### src/rtl/dbus_master.sv
// dbus_master: requesting-master side of the dgrant/dbusy_n/dbus_enb handshake.
// Raises dreq, waits for a one-cycle grant, waits for the bus to be released
// and stable for SETTLE_CYC samples, then drives dbus_enb for len+1 beats.
// A shared timeout spanning REQ/WAIT_IDLE/SETTLE aborts with a one-cycle err.
module dbus_master #(
  parameter int unsigned LEN_W      = 4,
  parameter int unsigned SETTLE_CYC = 2,   // legal 1..15
  parameter int unsigned TIMEOUT    = 16   // legal 2..255
) (
  input  logic             clk,
  input  logic             rst_n,
  input  logic             start,
  input  logic [LEN_W-1:0] len,
  output logic             busy,
  output logic             dreq,
  input  logic             dgrant,
  input  logic             dbusy_n,
  output logic             dbus_enb,
  output logic             done,
  output logic             err
);

  localparam int unsigned TmoW = 8;
  localparam int unsigned SetW = 4;

  localparam logic [TmoW-1:0] TmoLast = TmoW'(TIMEOUT - 1);
  // Parking value once the timeout cycle has passed on a forward transition;
  // it can never equal TmoLast again, so a late grant/settle cannot abort.
  localparam logic [TmoW-1:0] TmoSat  = TmoW'(TIMEOUT);
  localparam logic [SetW-1:0] SetLast = SetW'(SETTLE_CYC);

  typedef enum logic [2:0] {
    StIdle,
    StReq,
    StWaitIdle,
    StSettle,
    StXfer,
    StDone,
    StErr
  } state_e;

  state_e          state_q, state_d;
  logic [LEN_W-1:0] len_q, len_d;
  logic [LEN_W-1:0] beat_q, beat_d;
  logic [TmoW-1:0]  tmo_q, tmo_d;
  logic [SetW-1:0]  settle_q, settle_d;

  logic            tmo_hit;
  logic [TmoW-1:0] tmo_inc;
  logic            settle_final;

  logic busy_q, dreq_q, enb_q, done_q, err_q;

  assign tmo_hit      = (tmo_q == TmoLast);
  assign tmo_inc      = (tmo_q == TmoSat) ? tmo_q : tmo_q + TmoW'(1);
  assign settle_final = dbusy_n && ((settle_q + SetW'(1)) == SetLast);

  // Next-state logic; forward progress always wins over the timeout.
  always_comb begin
    state_d  = state_q;
    len_d    = len_q;
    beat_d   = beat_q;
    tmo_d    = tmo_q;
    settle_d = settle_q;
    unique case (state_q)
      StIdle: begin
        if (start) begin
          state_d  = StReq;
          len_d    = len;
          tmo_d    = '0;
          settle_d = '0;
        end
      end
      StReq: begin
        tmo_d = tmo_inc;
        if (dgrant) begin
          state_d = StWaitIdle;
        end else if (tmo_hit) begin
          state_d = StErr;
        end
      end
      StWaitIdle: begin
        tmo_d    = tmo_inc;
        settle_d = '0;
        if (dbusy_n) begin
          if (SETTLE_CYC == 1) begin
            state_d = StXfer;
            beat_d  = len_q;
          end else begin
            state_d  = StSettle;
            settle_d = SetW'(1);
          end
        end else if (tmo_hit) begin
          state_d = StErr;
        end
      end
      StSettle: begin
        tmo_d = tmo_inc;
        if (settle_final) begin
          state_d = StXfer;
          beat_d  = len_q;
        end else if (tmo_hit) begin
          state_d = StErr;
        end else if (dbusy_n) begin
          settle_d = settle_q + SetW'(1);
        end else begin
          // Glitch low: restart the settle window.
          state_d  = StWaitIdle;
          settle_d = '0;
        end
      end
      StXfer: begin
        if (beat_q == '0) begin
          state_d = StDone;
        end else begin
          beat_d = beat_q - LEN_W'(1);
        end
      end
      StDone:  state_d = StIdle;
      StErr:   state_d = StIdle;
      default: state_d = StIdle;
    endcase
  end

  // State, counters and registered outputs decoded from the next state.
  always_ff @(posedge clk) begin
    if (!rst_n) begin
      state_q  <= StIdle;
      len_q    <= '0;
      beat_q   <= '0;
      tmo_q    <= '0;
      settle_q <= '0;
      busy_q   <= 1'b0;
      dreq_q   <= 1'b0;
      enb_q    <= 1'b0;
      done_q   <= 1'b0;
      err_q    <= 1'b0;
    end else begin
      state_q  <= state_d;
      len_q    <= len_d;
      beat_q   <= beat_d;
      tmo_q    <= tmo_d;
      settle_q <= settle_d;
      busy_q   <= (state_d != StIdle);
      dreq_q   <= (state_d == StReq);
      enb_q    <= (state_d == StXfer);
      done_q   <= (state_d == StDone);
      err_q    <= (state_d == StErr);
    end
  end

  assign busy     = busy_q;
  assign dreq     = dreq_q;
  assign dbus_enb = enb_q;
  assign done     = done_q;
  assign err      = err_q;

endmodule

### config.mk
export PLATFORM = sky130hd
export DESIGN_NAME = dbus_master
export DESIGN_NICKNAME = d
export VERILOG_FILES = /design/src/rtl/dbus_master.sv
export SDC_FILE = /design/constraint.sdc
export NUM_CORES = 1
export LEC_CHECK = 0
export CAP_MARGIN = 20
export CORE_MARGIN = 8
export CORE_UTILIZATION = 35
export DETAILED_ROUTE_END_ITERATION = 8
export GPL_TIMING_DRIVEN = 0
export PLACE_DENSITY = 0.54
export SLEW_MARGIN = 20
export SYNTH_ARGS = -nofsm -noshare
export SYNTH_HDL_FRONTEND = slang
export SYNTH_SLANG_ARGS = --single-unit
### constraint.sdc
create_clock -name clk -period 2.8 [get_ports clk]
set_clock_uncertainty 0.05 [all_clocks]
set_input_delay 0.56 -clock clk [delete_from_list [all_inputs] [get_ports clk]]
set_output_delay 0.56 -clock clk [all_outputs]
set_load 0.01 [all_outputs]
**Cells by drive strength**

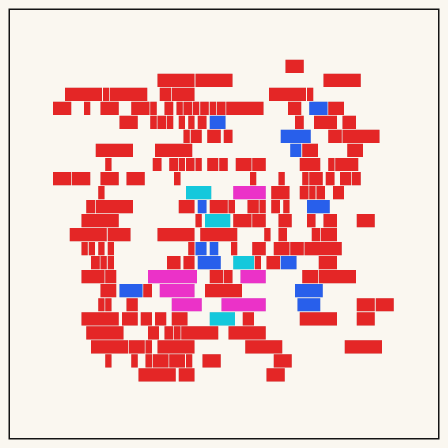
- drive 6 and up: cyan (cells 4; most used clkbuf_8)
- drive 1 or less: red (cells 165; most used dfxtp_1)
- drive 3 to 4: magenta (cells 6)
- drive 2: blue (cells 13)

**Signal metal coverage by tile**

Scale bar: 20 µm. 17 x 17 tiles, from dark purple (low) to yellow (high), scaled to the fullest tile. Values are wire area over tile area, all layers added.
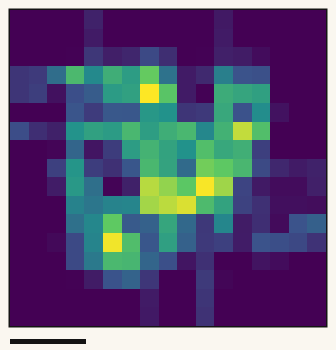
- nearly empty tiles: 42%
- emptiest ninth of the die: bottom right
- tiles over half the peak: 19%
- densest ninth of the die: middle

**Cells colored by class**

Scale bar: 20 µm.
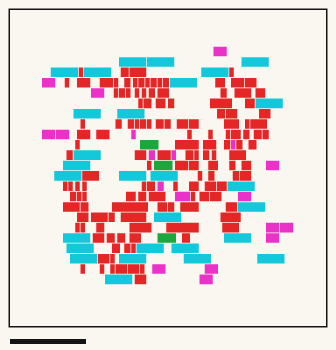
- cells driving clock nets: green (cells 3)
- flip-flops: cyan (cells 28)
- other buffers and delay cells: magenta (cells 19)
- all other logic: red (cells 138)

**Port wiring**

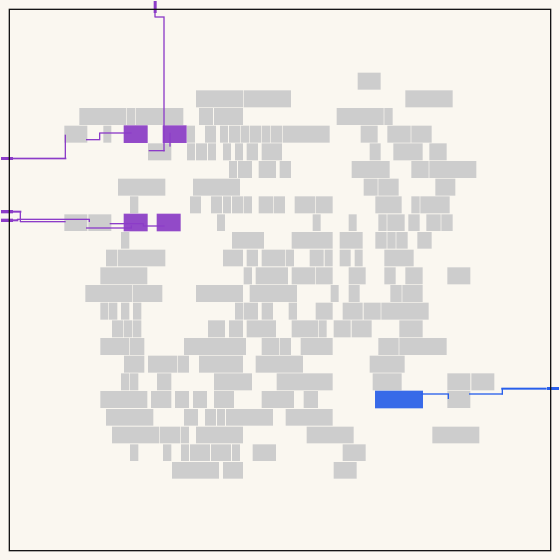
- `len`: purple (bits 4; direction input; end cells 4; buffers 4; wire 84.2 µm)
- `err`: blue (bits 1; direction output; end cells 1; buffers 1; wire 17.4 µm)

**Routing congestion map**

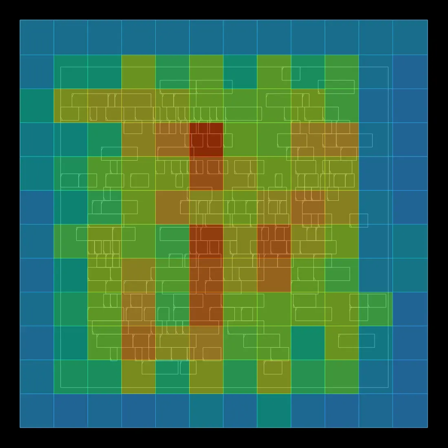
met3 Resource Use GR: 0.0244
total routing usage reported by global routing: 0.0959
met1 capacity usage during global routing: 0.126
GRT met2 Usage: 0.149
routed wire length per instance: 13.9 µm

==> flow_metrics.tcl <==
# yosys + openroad results
set metrics [dict create \
    run_status "finished clean" \
    synth.net_count 186 \
    report.power.total_mw 0.741 \
    clock_power_mw 0.214 \
    r2r-start "tmo_q[0]" \
    drt-initial-drc-count 56 \
    synth.avg_cell_area_um2 9.14 \
    pin_count 14 \
    nNonClkInverters 6 \
    met1Wirelength_um 1710 \
    setup.reg_to_reg.worst_slack_ns 0.78 \
    cellLeakagePower_nw 0.652 \
    grt_setup_unrepaired "false" \
    min-delay-path-class "flop to flop" \
    worst_hold_path.num_cells 2 \
    final.min_clock_period_ns 2.18 \
    top_layer "met4" \
    ys_ff 28 \
    fp.dieH_um 83.0 \
    synth-compound-area-share 0.186 \
    die-width_um 83.0 \
    top_usage_layer "met2" \
    buffers 19 \
    clock_tree.htree_level_count 1 \
    flop_area_um2 561 \
    dpl.hpwl_um 2550 \
    power.net_switching_mw 0.185 \
    flop_cell "sky130_fd_sc_hd__dfxtp_1" \
    synth_async_sr_flop_share 0 \
    drt-pass1-iter-count 4 \
    chip_area_um2 6890 \
    hold_viol_final 0 \
    drc 0 \
    post_synth_main_area_contributors "sky130_fd_sc_hd__dfxtp_1 (36%), sky130_fd_sc_hd__nor2_1 (5.5%), sky130_fd_sc_hd__ha_1 (4.0%)" \
    setup_tns_ns 0 \
    fin_hold_ws_ns 0.425 \
    worst_vdd_rail_ir_drop_v 0.000205 \
    drv_slew 0 \
    post_synth_most_frequent_cells "sky130_fd_sc_hd__dfxtp_1 (28), sky130_fd_sc_hd__nor2_1 (23), sky130_fd_sc_hd__nand2_1 (12)" \
    seq_share 0.310 \
]
